### src/rtl/settings_ctrl.sv
// Button-driven bank of saturating setting registers with MODE/UP/DOWN/RESTORE.
// Define SETTINGS_CTRL_AUTOREPEAT_EN to add hold-to-repeat on UP/DOWN.
module settings_ctrl #(
  parameter int unsigned NUM_SETTINGS  = 4,
  parameter int unsigned WIDTH         = 8,
  parameter int unsigned DEFAULT_VALUE = 128,
  parameter int unsigned HOLD_DELAY    = 50_000_000,
  parameter int unsigned REPEAT_PERIOD = 10_000_000
) (
  input  logic                          clk,
  input  logic                          rst,
  input  logic [3:0]                    val,
  input  logic [3:0]                    strb,
  output logic [2:0]                    sel,
  output logic [NUM_SETTINGS*WIDTH-1:0] settings,
  output logic                          changed
);

  localparam logic [WIDTH-1:0] DFLT = WIDTH'(DEFAULT_VALUE);
  localparam logic [2:0]       LAST = 3'(NUM_SETTINGS - 1);

  logic [WIDTH-1:0] regs [NUM_SETTINGS];
  logic [WIDTH-1:0] cur, nv;
  logic [3:0]       press;
  logic             mode_p, up_p, down_p, rest_p;
  logic             step_req, step_up;

  always_comb begin
    press  = strb & val;
    mode_p = press[0];
    up_p   = press[1];
    down_p = press[2];
    rest_p = press[3];
  end

  always_comb begin
    cur = '0;
    for (int unsigned k = 0; k < NUM_SETTINGS; k++)
      if (sel == 3'(k)) cur = regs[k];
  end

  // A saturated step yields nv == cur, which suppresses the changed pulse.
  always_comb begin
    if (step_up) nv = (cur == '1) ? cur : cur + WIDTH'(1);
    else         nv = (cur == '0) ? cur : cur - WIDTH'(1);
  end

  always_comb begin
    for (int unsigned k = 0; k < NUM_SETTINGS; k++)
      settings[k*WIDTH +: WIDTH] = regs[k];
  end

`ifdef SETTINGS_CTRL_AUTOREPEAT_EN
  typedef enum logic [1:0] {IDLE, HOLD, REPEAT} state_t;

  localparam int unsigned MAXD = (HOLD_DELAY > REPEAT_PERIOD) ? HOLD_DELAY : REPEAT_PERIOD;
  localparam int unsigned CW   = $clog2(MAXD + 1);

  state_t          state;
  logic [CW-1:0]   cnt;
  logic            dir;
  logic            held, opp, abort;

  always_comb begin
    held     = dir ? val[1] : val[2];
    opp      = dir ? down_p : up_p;
    abort    = mode_p | rest_p | ~held | opp;
    step_req = 1'b0;
    step_up  = dir;
    case (state)
      IDLE: begin
        step_req = ~mode_p & ~rest_p & (up_p ^ down_p);
        step_up  = up_p;
      end
      HOLD:    step_req = ~abort & (cnt == CW'(HOLD_DELAY - 1));
      REPEAT:  step_req = ~abort & (cnt == CW'(REPEAT_PERIOD - 1));
      default: step_req = 1'b0;
    endcase
  end

  always_ff @(posedge clk or posedge rst) begin
    if (rst) begin
      state <= IDLE;
      cnt   <= '0;
      dir   <= 1'b0;
    end else begin
      case (state)
        IDLE: if (step_req) begin
          state <= HOLD;
          cnt   <= '0;
          dir   <= up_p;
        end
        HOLD, REPEAT: begin
          if (abort) begin
            state <= IDLE;
            cnt   <= '0;
          end else if (step_req) begin
            state <= REPEAT;
            cnt   <= '0;
          end else if (cnt != CW'(MAXD)) begin
            cnt <= cnt + CW'(1);
          end
        end
        default: state <= IDLE;
      endcase
    end
  end
`else
  always_comb begin
    step_req = ~mode_p & ~rest_p & (up_p ^ down_p);
    step_up  = up_p;
  end
`endif

  always_ff @(posedge clk or posedge rst) begin
    if (rst) begin
      sel     <= '0;
      changed <= 1'b0;
      for (int unsigned k = 0; k < NUM_SETTINGS; k++) regs[k] <= DFLT;
    end else begin
      changed <= 1'b0;
      if (mode_p) begin
        sel <= (sel == LAST) ? '0 : sel + 3'd1;
      end else if (rest_p) begin
        for (int unsigned k = 0; k < NUM_SETTINGS; k++)
          if (sel == 3'(k)) regs[k] <= DFLT;
        changed <= (cur != DFLT);
      end else if (step_req) begin
        for (int unsigned k = 0; k < NUM_SETTINGS; k++)
          if (sel == 3'(k)) regs[k] <= nv;
        changed <= (nv != cur);
      end
    end
  end

endmodule

### config.mk
export PLATFORM = sky130hd
export DESIGN_NAME = settings_ctrl
export DESIGN_NICKNAME = d
export VERILOG_FILES = /design/src/rtl/settings_ctrl.sv
export SDC_FILE = /design/constraint.sdc
export NUM_CORES = 1
export LEC_CHECK = 0
export CAP_MARGIN = 10
export CORE_MARGIN = 10
export CORE_UTILIZATION = 40
export DETAILED_ROUTE_END_ITERATION = 10
export GPL_ROUTABILITY_DRIVEN = 0
export PLACE_DENSITY_LB_ADDON = 0.2
export RECOVER_POWER = 50
export SLEW_MARGIN = 10
export SYNTH_ARGS = -nofsm -noshare
export SYNTH_HDL_FRONTEND = slang
export SYNTH_SLANG_ARGS = --single-unit
### constraint.sdc
create_clock -name clk -period 2.7 [get_ports clk]
set_input_delay 0.81 -clock clk [delete_from_list [all_inputs] [get_ports clk]]
set_output_delay 0.81 -clock clk [all_outputs]
set_load 0.02 [all_outputs]
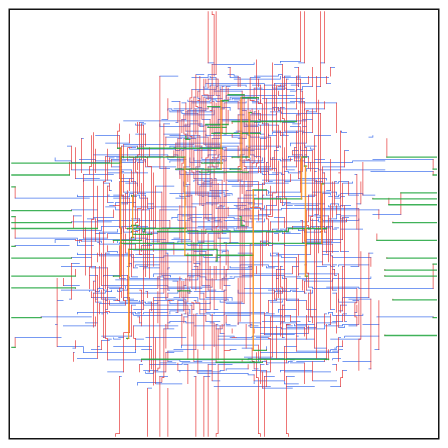
Fig. 1. Signal wires by layer.
[orange] met4 | wire length: 209 um
[green] met3 | wire length: 612 um
[red] met2 | wire length: 3,890 um
[blue] met1 | wire length: 3,510 um

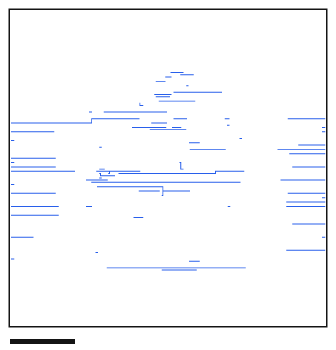
Fig. 2. Signal wires on met3.
Scale bar: 20 um.
longest straight run: 46.0 um
wire length on this layer: 612 um

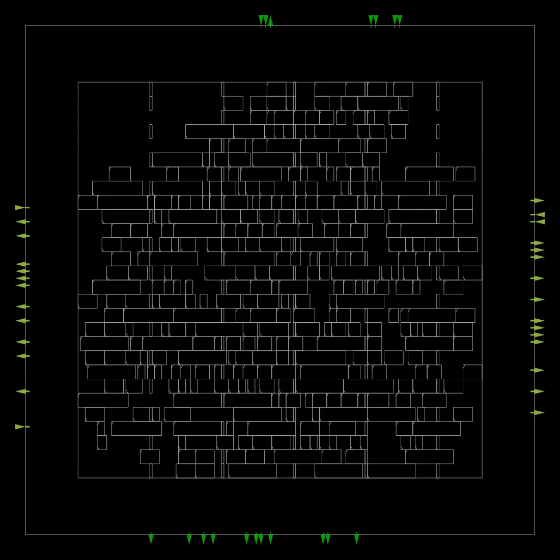
Fig. 3. Cell placement.
area of the core: 5921 um2
Flop Count: 36

==> results_dict.tcl <==
# collected from the flow reports
set metrics [dict create \
    status "finished clean" \
    critPathKind "register to register" \
    cts_resized 18 \
    largest_class "multi-input combinational cells" \
    clock.fmax_mhz 370.4 \
    grt_pass1_vias 2472 \
    netlist_instances 257 \
    met2_length_um 3892 \
    crit_path_cell_trace "ha_4 > buf_6 > nor2_1 > a221oi_4 > nand2_2 > buf_6 > inv_2 > ha_4 > and3_4 > nand3_2 > and3_4 > o221a_4 > o21ai_2" \
    synth-main-ff-cell "dfrtp_1" \
    drv_cap 0 \
    p_sw_share_pct 48.45 \
    wl_met1_um 3511 \
    fp_util_pct 41.04 \
    drive_above_1_share_pct 35.03 \
    grt_busiest_layer "met2" \
    endpoint "settings[21]$_DFFE_PP0P_" \
    grt_max_degree 37 \
    die.size.y_um 97.94 \
    clkCellAreaFrac_pct 2.234 \
    post_synth_ao_oa_area_fraction_pct 28.48 \
    ios 46 \
    cp.depth 13 \
    ys_sh_mux_pct 2.729 \
    async_flop_share_pct 100.0 \
    p_leak_nw 1.550 \
    postRouteAntennaNets 0 \
    vias_per_cell 5.699 \
    largest_register_ffs 32 \
    p_clk_w 0.000376 \
    final_area_um2 3640 \
    vias 2445 \
    avgSynthCellArea_um2 9.455 \
    instances_no_fill 429 \
    synth-warning-count 0 \
    p_comb_w 0.00438 \
    path_buffers 3 \
    finalSetupViolations 0 \
    place_inst 415 \
    cts.sinks 36 \
    dr_wl_met3_um 611 \
    synth_flops 36 \
    powerSeq_w 0.00101 \
    layout_top_cells "nand2_1, buf_4, clkdlybuf4s50_1" \
    postCtsHoldBufs 0 \
    clkPwrFrac_pct 6.5 \
    overflow 0 \
    syn2layout_area_growth_pct 49.79 \
    tap_cells 75 \
    rsz0062_at_grt "yes" \
    critical_path.max_fanout 6 \
    gr-usage-met1_pct 19.30 \
    htree_levels 2 \
    end_kind "register" \
    fin_skew_ps 13.46 \
    ys_sh_adder_pct 3.605 \
    synthTopCellsByCount "nand2_1, dfrtp_1, inv_1, o21ai_1, nand3_1" \
    worst_ep_arrival_time_ps 2920 \
    synth_chip_area_um2 2430 \
    cp_top_family "AND-OR/OR-AND gates" \
    antenna_cells 0 \
    final_nets 370 \
    sh_seq_area_pct 24.96 \
    clockBufferDepth 2 \
    gr-usage-all-layers_pct 16.26 \
    cp_slowest_stage_delay_ps 460 \
    comb_cells 199 \
    die_w_um 97.94 \
    dp_hpwl_um 6124 \
    synth-edff-count 0 \
    routedWlPerCell_um 19.17 \
    pwr-share-comb_pct 75.9 \
    nClkBuffers 7 \
    synth_cell_types 68 \
    vdd_drop_max_uv 758.1 \
    hp-class "register to register" \
    power.switching_w 0.002796 \
    hold_violations 0 \
    port_buffers 45 \
    cp.required_ps 2920 \
    final-nonclk-buf-share_pct 23.44 \
    path_clk_slew_ps 80 \
    reg2reg_to "settings[21]$_DFFE_PP0P_" \
    ys_seq_share_pct 37.28 \
    power-top-group "combinational logic" \
    crit_start "sel[1]$_DFFE_PP0P_" \
    hold_slack_ps 480.4 \
    slew_violations 0 \
    drtIter0Drc 146 \
    p_int_w 0.002975 \
    preCtsSetupSlack_ps -132.4 \
    sh_comb_area_pct 45.14 \
    synth.cell_area_um2 2430 \
    antenna_found_initial 0 \
    post-cts-setup-buffers 1 \
    fin_ws_ps 0.2773 \
    root_buffer "clkbuf_8" \
    start_kind "register" \
    cts_buffers 5 \
    grt_util_met3_pct 4.792 \
    xor_area_share_pct 1.442 \
    drc 0 \
    inv_count 14 \
    synth_stat.cells 257 \
    nFillCells 482 \
    relSlewSlack_pct 39.88 \
    p_seq_share_pct 17.6 \
    buffers_excl_clock 97 \
    fin_util_pct 61.48 \
    finalPower_w 0.005772 \
    tightest_slew_ps 901.8 \
    post-synth-top-area-fraction_pct 32.96 \
    topCellsByArea "dfrtp_1, nand2_1, dfstp_2" \
    finalCritPeriodShare_pct 99.99 \
]
Power figures rest on the tool's default switching activity, not on a simulated workload.
